$ cat src/rtl/pc_fetch_ctrl.sv
// Fetch sequencer: owns the PC, issues req/ack instruction fetches into a
// one-entry output buffer, applies redirects and flags a hung memory.
module pc_fetch_ctrl #(
  parameter logic [31:0] RESET_PC = 32'h0000_0000,
  parameter int unsigned TIMEOUT  = 16,
  parameter int unsigned CNT_W    = 5
) (
  input  logic        clk,
  input  logic        rst,
  output logic        imem_req,
  output logic [31:0] imem_addr,
  input  logic        imem_ack,
  input  logic [31:0] imem_rdata,
  output logic        inst_valid,
  input  logic        inst_ready,
  output logic [31:0] inst,
  output logic [31:0] inst_pc,
  input  logic        redirect_valid,
  input  logic [31:0] redirect_pc,
  output logic        fetch_err,
  output logic [31:0] pc
);

  localparam int unsigned XLEN = 32;
  // Word-aligned reset PC; low bits are dropped even if mis-set.
  localparam logic [XLEN-1:0] RST_PC = {RESET_PC[XLEN-1:2], 2'b00};
  // Counter value in the last cycle a request may wait before timing out.
  localparam logic [CNT_W-1:0] TMO_LAST = CNT_W'(TIMEOUT - 1);

  typedef enum logic [1:0] {
    S_IDLE  = 2'd0,
    S_FETCH = 2'd1,
    S_HOLD  = 2'd2,
    S_ERR   = 2'd3
  } state_t;

  state_t            state_q;
  logic [XLEN-1:0]   pc_q;
  logic [XLEN-1:0]   addr_q;
  logic              kill_q;
  logic [CNT_W-1:0]  cnt_q;
  logic [XLEN-1:0]   redir_pc;
  logic [XLEN-1:0]   addr_inc;

  // Redirect target forced word-aligned; sequential next address wraps mod 2^32.
  assign redir_pc  = {redirect_pc[XLEN-1:2], 2'b00};
  assign addr_inc  = addr_q + XLEN'(4);

  // Address register drives the bus directly; it only changes between requests.
  assign imem_addr = addr_q;
  assign pc        = pc_q;

  // Fetch FSM with all outputs registered.
  always_ff @(posedge clk or posedge rst) begin
    if (rst) begin
      state_q    <= S_IDLE;
      pc_q       <= RST_PC;
      addr_q     <= RST_PC;
      kill_q     <= 1'b0;
      cnt_q      <= '0;
      imem_req   <= 1'b0;
      inst_valid <= 1'b0;
      inst       <= '0;
      inst_pc    <= '0;
      fetch_err  <= 1'b0;
    end else begin
      case (state_q)
        S_IDLE: begin
          state_q  <= S_FETCH;
          imem_req <= 1'b1;
          cnt_q    <= '0;
          if (redirect_valid) begin
            pc_q   <= redir_pc;
            addr_q <= redir_pc;
          end else begin
            addr_q <= pc_q;
          end
        end

        S_FETCH: begin
          if (imem_ack) begin
            cnt_q <= '0;
            if (redirect_valid) begin
              // Returned word belongs to the old path; refetch at the target.
              pc_q   <= redir_pc;
              addr_q <= redir_pc;
              kill_q <= 1'b0;
            end else if (kill_q) begin
              // Stale response of a redirected request; restart at newest PC.
              addr_q <= pc_q;
              kill_q <= 1'b0;
            end else begin
              inst       <= imem_rdata;
              inst_pc    <= addr_q;
              inst_valid <= 1'b1;
              pc_q       <= addr_inc;
              imem_req   <= 1'b0;
              state_q    <= S_HOLD;
            end
          end else begin
            // Outstanding request is kept alive; its data will be dropped.
            if (redirect_valid) begin
              pc_q   <= redir_pc;
              kill_q <= 1'b1;
            end
            if (cnt_q == TMO_LAST) begin
              fetch_err  <= 1'b1;
              imem_req   <= 1'b0;
              inst_valid <= 1'b0;
              state_q    <= S_ERR;
            end else begin
              cnt_q <= cnt_q + CNT_W'(1);
            end
          end
        end

        S_HOLD: begin
          if (redirect_valid) begin
            // Flush the buffer even if decode is taking it this cycle.
            pc_q       <= redir_pc;
            addr_q     <= redir_pc;
            inst_valid <= 1'b0;
            imem_req   <= 1'b1;
            cnt_q      <= '0;
            state_q    <= S_FETCH;
          end else if (inst_ready) begin
            inst_valid <= 1'b0;
            addr_q     <= pc_q;
            imem_req   <= 1'b1;
            cnt_q      <= '0;
            state_q    <= S_FETCH;
          end
        end

        S_ERR: begin
          state_q <= S_ERR;
        end

        default: begin
          state_q <= S_IDLE;
        end
      endcase
    end
  end

endmodule

$ cat config.mk
export PLATFORM = sky130hd
export DESIGN_NAME = pc_fetch_ctrl
export DESIGN_NICKNAME = d
export VERILOG_FILES = /design/src/rtl/pc_fetch_ctrl.sv
export SDC_FILE = /design/constraint.sdc
export NUM_CORES = 1
export LEC_CHECK = 0
export CAP_MARGIN = 20
export CORE_AREA = 5 5 119 121
export DETAILED_ROUTE_END_ITERATION = 8
export DIE_AREA = 0 0 124 126
export HOLD_SLACK_MARGIN = 0.08
export PLACE_DENSITY = 0.83
export SLEW_MARGIN = 20
export SYNTH_ARGS = -nofsm -noshare
export SYNTH_HDL_FRONTEND = slang
export SYNTH_SLANG_ARGS = --single-unit
$ cat constraint.sdc
create_clock -name clk -period 7.8 [get_ports clk]
set_input_delay 0.78 -clock clk [delete_from_list [all_inputs] [get_ports clk]]
set_output_delay 0.78 -clock clk [all_outputs]
set_load 0.01 [all_outputs]
Fig. 1: run 1, placement view
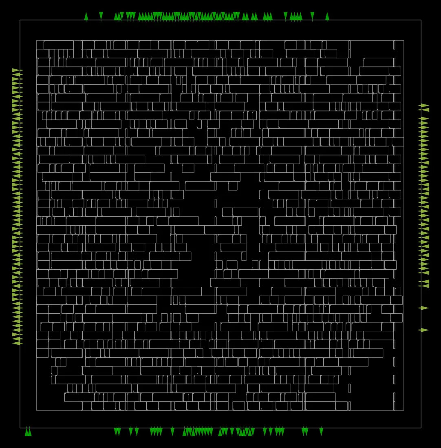
flop share of the area: 0.384
core area: 13,000 um^2
Std-Cell Rows: 42
Flops: 139

Fig. 2: run 1, wiring by layer
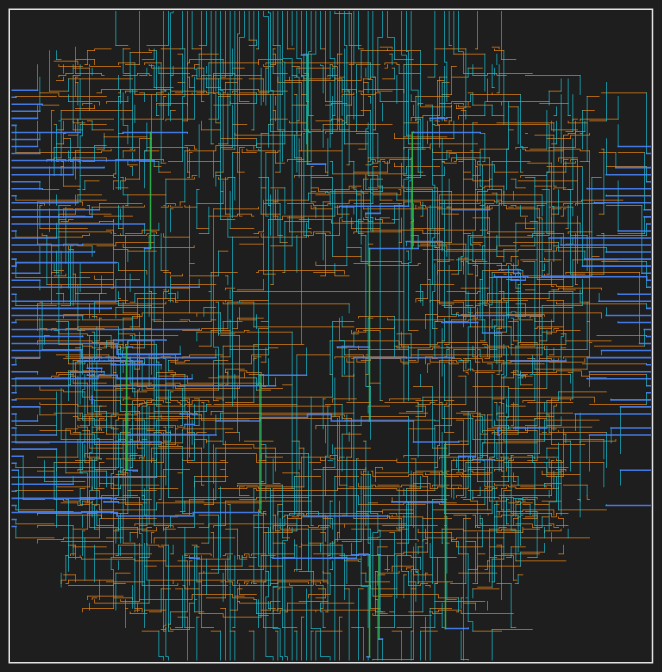
[orange] M1 | wire length: 7,540 um
[cyan] M2 | wire length: 8,800 um
[green] M4 | wire length: 222 um
[blue] M3 | wire length: 1,400 um
gr usage total: 0.237
vias after detailed routing: 5,499

==> run_summary.xml, run 1 <==
<?xml version="1.0" encoding="UTF-8"?>
<metrics>
  <group name="layout">
    <metric name="design.final.nets" unit="">927</metric>
    <metric name="final_cell_count_no_fill" unit="">1044</metric>
    <metric name="dominant_cells" unit="">flip-flops and latches</metric>
    <metric name="final_cell_mix" unit="">201 x sky130_fd_sc_hd__nand2_1, 196 x sky130_fd_sc_hd__clkdlybuf4s50_1, 139 x sky130_fd_sc_hd__dfrtp_1, 63 x sky130_fd_sc_hd__a21oi_1, 49 x sky130_fd_sc_hd__nor2_1</metric>
  </group>
  <group name="routing">
    <metric name="highest-signal-layer" unit="">met4</metric>
    <metric name="amount_of_wire_on_met3_after_detailed_routing" unit="um">1400</metric>
    <metric name="routedLengthMet1" unit="um">7540</metric>
  </group>
  <group name="global_routing">
    <metric name="maximum_number_of_pins_on_one_net_before_global_route_repair" unit="">84</metric>
    <metric name="grt_remaining_overflow" unit="">0</metric>
  </group>
  <group name="clocking">
    <metric name="clkSlewWorstSetupHoldPaths" unit="ps">60</metric>
    <metric name="total_cts_buffers" unit="">17</metric>
    <metric name="cts.root.buffer_cell" unit="">sky130_fd_sc_hd__clkbuf_16</metric>
    <metric name="cts_tree" unit="">yes</metric>
  </group>
  <group name="floorplanning">
    <metric name="tapCellCount" unit="">176</metric>
  </group>
  <group name="power_and_ir_drop">
    <metric name="p_leak" unit="nW">4.02</metric>
    <metric name="seq_power" unit="mW">1.37</metric>
    <metric name="comb_cell_power" unit="mW">1.52</metric>
    <metric name="p_comb_frac" unit="">0.393</metric>
  </group>
  <group name="synthesis">
    <metric name="topCellsByArea" unit="">sky130_fd_sc_hd__dfrtp_1 55%, sky130_fd_sc_hd__nand2_1 12%, sky130_fd_sc_hd__a21oi_1 5.0%, sky130_fd_sc_hd__mux2i_1 4.9%, sky130_fd_sc_hd__nor2_1 2.9%</metric>
    <metric name="synth.top_cell.area_share" unit="">0.555</metric>
    <metric name="netlist_top_cells_count" unit="">202 x sky130_fd_sc_hd__nand2_1, 139 x sky130_fd_sc_hd__dfrtp_1, 63 x sky130_fd_sc_hd__a21oi_1, 49 x sky130_fd_sc_hd__nor2_1, 31 x sky130_fd_sc_hd__mux2i_1</metric>
    <metric name="synthesis.nets" unit="">748</metric>
  </group>
  <group name="worst_setup_path">
    <metric name="critPathLaunchType" unit="">input pin</metric>
    <metric name="critical_path.max_stage_delay" unit="ps">720</metric>
    <metric name="critPathTopFamily" unit="">buffers and inverters</metric>
    <metric name="worstPathRequired" unit="ps">8050</metric>
    <metric name="r2r_cells" unit="">5</metric>
  </group>
  <group name="timing">
    <metric name="unrepaired_setup_endpoints_after_global_routing" unit="">no</metric>
    <metric name="layout_min_cycle_time" unit="ps">2800</metric>
    <metric name="finalMaxSlewViolations" unit="">0</metric>
    <metric name="finalHoldWorstSlack" unit="ps">470</metric>
    <metric name="worst-slew-pin-transition" unit="ps">977</metric>
    <metric name="setup-tns-final" unit="ps">0</metric>
  </group>
  <group name="min_path">
    <metric name="hold_path.class" unit="">reg2reg</metric>
  </group>
  <group name="status">
    <metric name="run_status" unit="">finished, final reports clean</metric>
  </group>
</metrics>
Fig. 3: run 1, placement by cell class
Fill, decap, tap and diode cells in grey.
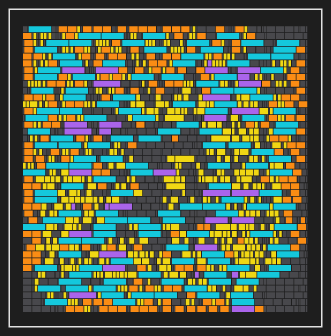
[cyan] registers | cells: 139 | share of their area: 39%
[purple] clock drivers and dummy loads | cells: 32 | share of their area: 8.2%
[yellow] remaining logic cells | cells: 495 | share of their area: 30%
[orange] remaining buffers and delay cells | cells: 202 | share of their area: 23%

Fig. 4: run 1, drive-strength map
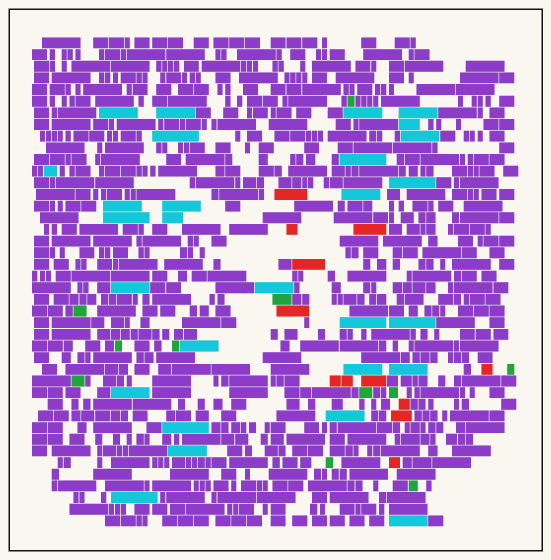
[red] x3 and x4 | cells: 12 | share: 1.4%
[purple] x1 and smaller | cells: 817 | share: 94%
[cyan] x6 and larger | cells: 28 | share: 3.2%
[green] x2 | cells: 11 | share: 1.3%
fin worst setup slack: 5000 ps
final instance area: 9060 um^2
Non-clock buffers: 202
signed area change from the synthesized netlist to the final layout: 44.5%

[run 1: cells by family after synthesis]
logic type / Yosys count / share of synthesized area
and+or+nand+nor: 302 / 0.211
DFF: 139 / 0.555
AOI/OAI and AO/OA: 123 / 0.109
buffers and inverters: 52 / 0.0345
muxes: 31 / 0.0495
xor gates and xnor gates: 26 / 0.0363
adders and majority gates: 3 / 0.00599
[run 1: registers in the layout (all words and copies together), names as in the netlist]
name and count:
pc 32, imem_req 1, inst_pc 32, state_q 2, inst_valid 1, cnt_q 5, imem_addr 32, fetch_err 1
kill_q 1, inst 32
## Run 2: what changed since run 1
--- a/config.mk
+++ b/config.mk
@@ -6,11 +6,11 @@
 export NUM_CORES = 1
 export LEC_CHECK = 0
 export CAP_MARGIN = 20
-export CORE_AREA = 5 5 119 121
+export CORE_AREA = 5 5 129 131
 export DETAILED_ROUTE_END_ITERATION = 8
-export DIE_AREA = 0 0 124 126
+export DIE_AREA = 0 0 134 136
 export HOLD_SLACK_MARGIN = 0.08
-export PLACE_DENSITY = 0.83
+export PLACE_DENSITY = 0.74
 export SLEW_MARGIN = 20
 export SYNTH_ARGS = -nofsm -noshare
 export SYNTH_HDL_FRONTEND = slang
==> constraint.sdc (replaced) <==
create_clock -name clk -period 2.2 [get_ports clk]
set_input_delay 0.22 -clock clk [delete_from_list [all_inputs] [get_ports clk]]
set_output_delay 0.22 -clock clk [all_outputs]
set_load 0.01 [all_outputs]
Fig. 5: run 2, placement by cell class
Fill, decap, tap and diode cells in grey.
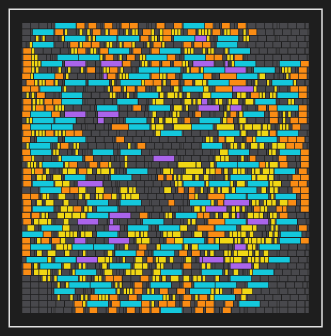
[yellow] remaining logic cells | cells: 495 | share of their area: 29%
[orange] remaining buffers and delay cells | cells: 228 | share of their area: 26%
[cyan] registers | cells: 139 | share of their area: 39%
[purple] clock drivers and dummy loads | cells: 31 | share of their area: 6.6%
Std-Cell Rows: 46
core area: 15,500 um^2
final instance area: 9250 um^2

Fig. 6: run 2, placement view
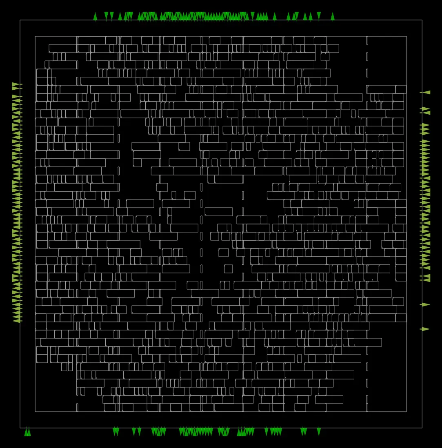
Finished Layout Cells: 1,085
number of inserted filler cells in the final layout: 1,287
utilization after layout: 0.597
number of well taps: 192
flop share of the area: 0.376

==> run 2 against run 1 <==
Synthesized area did not move; critical path depth did not move; clock skew fell by 1.7 ps; hold slack got worse by 300 ps; largest power group unchanged; clock power rose to 2.9 times the previous value; non-clock buffer count rose by 26.
==> run_summary.xml, run 2 <==
<?xml version="1.0" encoding="UTF-8"?>
<metrics>
  <group name="routing">
    <metric name="drtAntennaViolNets" unit="">0</metric>
  </group>
  <group name="global_routing">
    <metric name="grt_remaining_overflow" unit="">0</metric>
    <metric name="maximum_number_of_pins_on_one_net_before_global_route_repair" unit="">55</metric>
  </group>
  <group name="worst_setup_path">
    <metric name="r2r_cells" unit="">5</metric>
    <metric name="worstPathRequired" unit="ps">2540</metric>
    <metric name="critPathLaunchType" unit="">flip-flop</metric>
  </group>
  <group name="clocking">
    <metric name="clkSlewWorstSetupHoldPaths" unit="ps">60</metric>
    <metric name="cts_tree" unit="">yes</metric>
    <metric name="total_cts_buffers" unit="">17</metric>
    <metric name="cts.root.buffer_cell" unit="">sky130_fd_sc_hd__clkbuf_16</metric>
  </group>
  <group name="synthesis">
    <metric name="synth_adder_area_share" unit="">0.00598</metric>
    <metric name="synthesis.nets" unit="">748</metric>
    <metric name="topCellsByArea" unit="">sky130_fd_sc_hd__dfrtp_1 55%, sky130_fd_sc_hd__nand2_1 12%, sky130_fd_sc_hd__a21oi_1 5.0%, sky130_fd_sc_hd__mux2i_1 4.9%, sky130_fd_sc_hd__nor2_1 2.9%</metric>
    <metric name="post_synth_main_logic_family" unit="">simple AND/OR/NAND/NOR gates</metric>
    <metric name="netlist_top_cells_count" unit="">202 x sky130_fd_sc_hd__nand2_1, 139 x sky130_fd_sc_hd__dfrtp_1, 63 x sky130_fd_sc_hd__a21oi_1, 49 x sky130_fd_sc_hd__nor2_1, 31 x sky130_fd_sc_hd__mux2i_1</metric>
    <metric name="synth.area.mux_share" unit="">0.0495</metric>
    <metric name="synth_compound_gate_area_share" unit="">0.109</metric>
    <metric name="synth.top_cell.area_share" unit="">0.555</metric>
    <metric name="synth-simple-area-share" unit="">0.211</metric>
    <metric name="xor_share" unit="">0.0363</metric>
  </group>
  <group name="placed_design">
    <metric name="port_buffers" unit="">197</metric>
  </group>
  <group name="layout">
    <metric name="design.final.nets" unit="">953</metric>
    <metric name="final_cell_mix" unit="">201 x sky130_fd_sc_hd__nand2_1, 196 x sky130_fd_sc_hd__clkdlybuf4s50_1, 139 x sky130_fd_sc_hd__dfrtp_1, 63 x sky130_fd_sc_hd__a21oi_1, 49 x sky130_fd_sc_hd__nor2_1</metric>
  </group>
  <group name="timing">
    <metric name="layout_min_cycle_time" unit="ps">1980</metric>
    <metric name="setup-tns-final" unit="ps">0</metric>
    <metric name="unrepaired_setup_endpoints_after_global_routing" unit="">no</metric>
    <metric name="finalHoldWorstSlack" unit="ps">175</metric>
    <metric name="finalMaxSlewViolations" unit="">0</metric>
  </group>
  <group name="status">
    <metric name="run_status" unit="">finished, final reports clean</metric>
  </group>
  <group name="power_and_ir_drop">
    <metric name="p_leak" unit="nW">4.11</metric>
    <metric name="seq_power" unit="mW">4.68</metric>
    <metric name="power_frac_seq" unit="">0.351</metric>
    <metric name="p_comb_frac" unit="">0.434</metric>
    <metric name="comb_cell_power" unit="mW">5.78</metric>
    <metric name="share_clk_of_total_power" unit="">0.215</metric>
  </group>
</metrics>
Fig. 7: run 2, drive-strength map
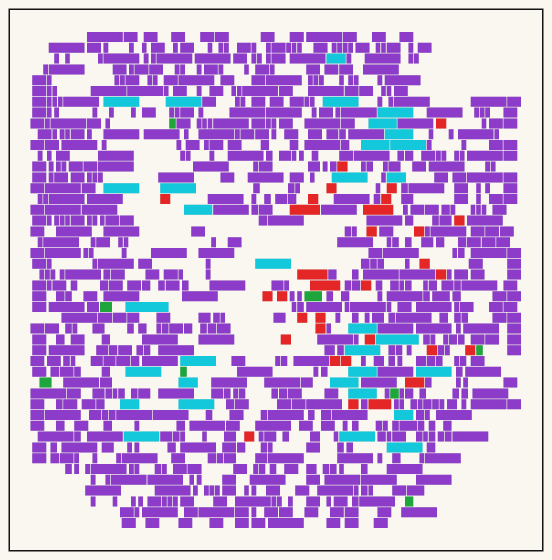
[green] x2 | cells: 8 | share: 0.90%
[purple] x1 and smaller | cells: 821 | share: 92%
[cyan] x6 and larger | cells: 32 | share: 3.6%
[red] x3 and x4 | cells: 32 | share: 3.6%
Non-clock buffers: 228
signed area change from the synthesized netlist to the final layout: 47.4%
fin worst setup slack: 224 ps

-- run 2: critical path, delay by kind of cell, from the launching register on --
family                    cells  cell delay [ps]
and+or+nand+nor               3             1100
AOI/OAI and AO/OA             1              140
xor gates and xnor gates      1              190
DFF                           1              460
-- run 2: routing by layer --
layer  track usage  part of all wire  wire length (um)  vias to the layer above
met5             0                 0                 0                        -
met1         0.267              0.43              7800                     2649
met4        0.0777             0.024               427                        0
li1              -                 -                 -                     2671
met3        0.0592             0.073              1330                       28
met2         0.328              0.47              8590                      168
-- run 2: layout make-up --
cell class	instances	area share
clock buffers	25	0.0547
repair buffers	228	0.249
multi-input cells	485	0.281
well taps	192	0.0260
flip-flops and latches	139	0.376
inverters	10	0.00447
clock inverters	6	0.00920
Fig. 8: run 2, wiring by layer
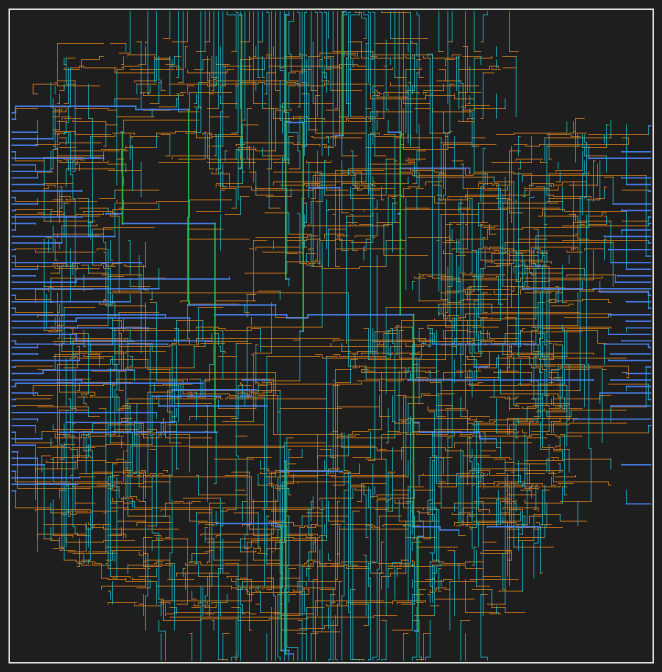

## Run 3: what changed since run 2
--- a/config.mk
+++ b/config.mk
@@ -6,11 +6,11 @@
 export NUM_CORES = 1
 export LEC_CHECK = 0
 export CAP_MARGIN = 20
-export CORE_AREA = 5 5 129 131
+export CORE_AREA = 5 5 132 134
 export DETAILED_ROUTE_END_ITERATION = 8
-export DIE_AREA = 0 0 134 136
+export DIE_AREA = 0 0 137 139
 export HOLD_SLACK_MARGIN = 0.08
-export PLACE_DENSITY = 0.74
+export PLACE_DENSITY = 0.71
 export SLEW_MARGIN = 20
 export SYNTH_ARGS = -nofsm -noshare
 export SYNTH_HDL_FRONTEND = slang
Fig. 9: run 3, wiring by layer
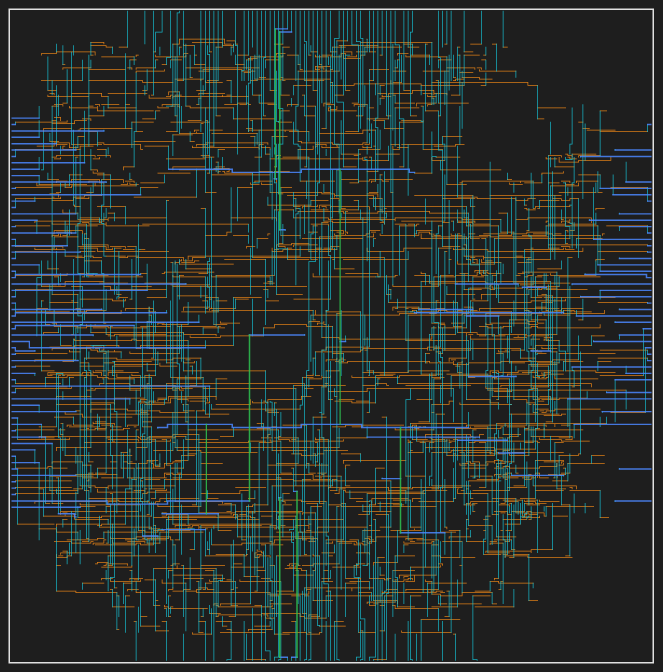
[green] M4 | wire length: 275 um
[blue] M3 | wire length: 1,360 um
[orange] M1 | wire length: 8,010 um
[cyan] M2 | wire length: 8,880 um
vias after detailed routing: 5,505
gr usage total: 0.198
detailed-route wire length per cell: 16.6 um

Fig. 10: run 3, drive-strength map
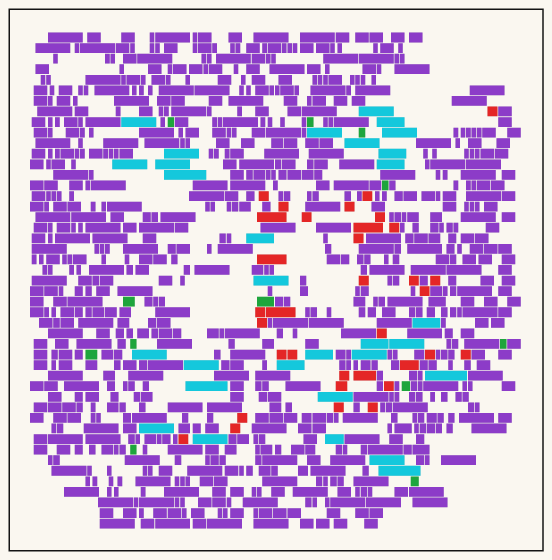
[cyan] x6 and larger | cells: 30 | share: 3.4%
[purple] x1 and smaller | cells: 819 | share: 92%
[green] x2 | cells: 12 | share: 1.3%
[red] x3 and x4 | cells: 34 | share: 3.8%
fin worst setup slack: 186 ps
final instance area: 9310 um^2
signed area change from the synthesized netlist to the final layout: 48.5%
Non-clock buffers: 229

==> run 3 against run 2 <==
Register-to-register slack lost 40 ps; synthesized area stayed put; sequential share of layout area down 0.28 points; routed wire length up 2.1%; count of clock-buffer cells in the layout is 6 lower; core utilization is 2.1 points lower; total power grew 1.5%; global-route usage fell by 0.77 points; critical endpoint unchanged; largest cell class unchanged; largest power group unchanged.
==> run_summary.xml, run 3 <==
<?xml version="1.0" encoding="UTF-8"?>
<metrics>
  <group name="status">
    <metric name="run_status" unit="">finished, final reports clean</metric>
  </group>
  <group name="power_and_ir_drop">
    <metric name="seq_power" unit="mW">4.65</metric>
    <metric name="total_power" unit="mW">13.5</metric>
    <metric name="share_clk_of_total_power" unit="">0.223</metric>
    <metric name="comb_cell_power" unit="mW">5.85</metric>
    <metric name="power.ir.vdd_worst" unit="V">0.000669</metric>
    <metric name="power_frac_seq" unit="">0.344</metric>
    <metric name="p_leak" unit="nW">4.13</metric>
    <metric name="p_comb_frac" unit="">0.433</metric>
  </group>
  <group name="global_routing">
    <metric name="gr-max-usage-layer" unit="">met2</metric>
    <metric name="globalRouteMet2Util" unit="">0.312</metric>
    <metric name="grt_remaining_overflow" unit="">0</metric>
    <metric name="groute.layer.met3.usage" unit="">0.0671</metric>
    <metric name="maximum_number_of_pins_on_one_net_before_global_route_repair" unit="">48</metric>
  </group>
  <group name="min_path">
    <metric name="hold_path.class" unit="">in2reg</metric>
  </group>
  <group name="routing">
    <metric name="highest-signal-layer" unit="">met4</metric>
    <metric name="vias_per_cell" unit="">4.94</metric>
    <metric name="met2RoutedLength" unit="um">8880</metric>
    <metric name="drtAntennaViolNets" unit="">0</metric>
    <metric name="routedLengthMet1" unit="um">8010</metric>
  </group>
  <group name="synthesis">
    <metric name="synth.area.mux_share" unit="">0.0495</metric>
    <metric name="topCellsByArea" unit="">sky130_fd_sc_hd__dfrtp_1 55%, sky130_fd_sc_hd__nand2_1 12%, sky130_fd_sc_hd__a21oi_1 5.0%, sky130_fd_sc_hd__mux2i_1 4.9%, sky130_fd_sc_hd__nor2_1 2.9%</metric>
    <metric name="xor_share" unit="">0.0363</metric>
    <metric name="netlist_top_cells_count" unit="">202 x sky130_fd_sc_hd__nand2_1, 139 x sky130_fd_sc_hd__dfrtp_1, 63 x sky130_fd_sc_hd__a21oi_1, 49 x sky130_fd_sc_hd__nor2_1, 31 x sky130_fd_sc_hd__mux2i_1</metric>
    <metric name="synth_compound_gate_area_share" unit="">0.109</metric>
    <metric name="post_synth_main_logic_family" unit="">simple AND/OR/NAND/NOR gates</metric>
    <metric name="synth-simple-area-share" unit="">0.211</metric>
    <metric name="synth.yosys.num_cells" unit="">676</metric>
    <metric name="ys_seq_frac" unit="">0.555</metric>
  </group>
  <group name="worst_setup_path">
    <metric name="critPathLaunchType" unit="">flip-flop</metric>
    <metric name="worstPathRequired" unit="ps">2530</metric>
    <metric name="path_buffers" unit="">0</metric>
    <metric name="path_depth" unit="">5</metric>
    <metric name="r2r_cells" unit="">5</metric>
  </group>
  <group name="layout">
    <metric name="final_cell_mix" unit="">201 x sky130_fd_sc_hd__nand2_1, 196 x sky130_fd_sc_hd__clkdlybuf4s50_1, 139 x sky130_fd_sc_hd__dfrtp_1, 63 x sky130_fd_sc_hd__a21oi_1, 49 x sky130_fd_sc_hd__nor2_1</metric>
    <metric name="design.final.nets" unit="">954</metric>
  </group>
  <group name="timing">
    <metric name="setup-tns-final" unit="ps">0</metric>
    <metric name="layout_min_cycle_time" unit="ps">2010</metric>
    <metric name="worst-slew-pin-transition" unit="ps">647</metric>
    <metric name="unrepaired_setup_endpoints_after_global_routing" unit="">no</metric>
  </group>
  <group name="placed_design">
    <metric name="port_buffers" unit="">197</metric>
    <metric name="gpl.final_weighted_congestion" unit="">0.832</metric>
  </group>
  <group name="clocking">
    <metric name="total_cts_buffers" unit="">17</metric>
    <metric name="cts.root.buffer_cell" unit="">sky130_fd_sc_hd__clkbuf_16</metric>
    <metric name="clkSlewWorstSetupHoldPaths" unit="ps">60</metric>
  </group>
</metrics>
Fig. 11: run 3, placement view
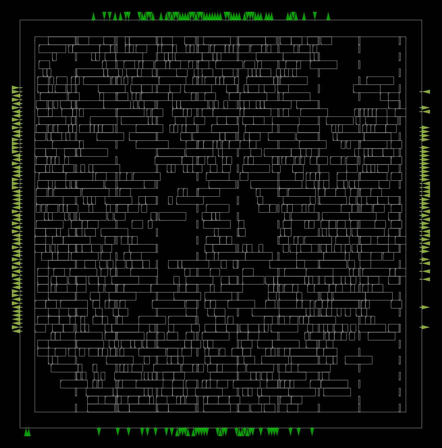
core area: 16,200 um^2
Std-Cell Rows: 47
flop share of the area: 0.373

## run 3: cell types whose count changed in the layout (fill, tap and decap cells not counted), sizes merged
cell / change
buf: +1
bufinv: +2
clkbuf: -6
clkinv: +5
## run 3: area by class of cell
| type | count | area share |
|---|---|---|
| clock buffer | 19 | 0.0476 |
| timing repair buffer | 229 | 0.248 |
| tap | 220 | 0.0296 |
| inverter | 10 | 0.00443 |
| sequential | 139 | 0.373 |
| multi-input combinational | 485 | 0.279 |
| clock inverter | 13 | 0.0187 |
## run 3: per-stage QoR
stage	setup WS (ps)	std cells	util	hold slack, ps
final	186	1115	0.576	196
after global routing	72.3	1115	0.576	208
after CTS	179	1115	0.576	176
after detailed placement	222	1083	0.538	454
after global placement	228	1083	0.538	457
after floorplan	245	676	-	325
No activity file was given, so power comes from the tool's default toggle rates.
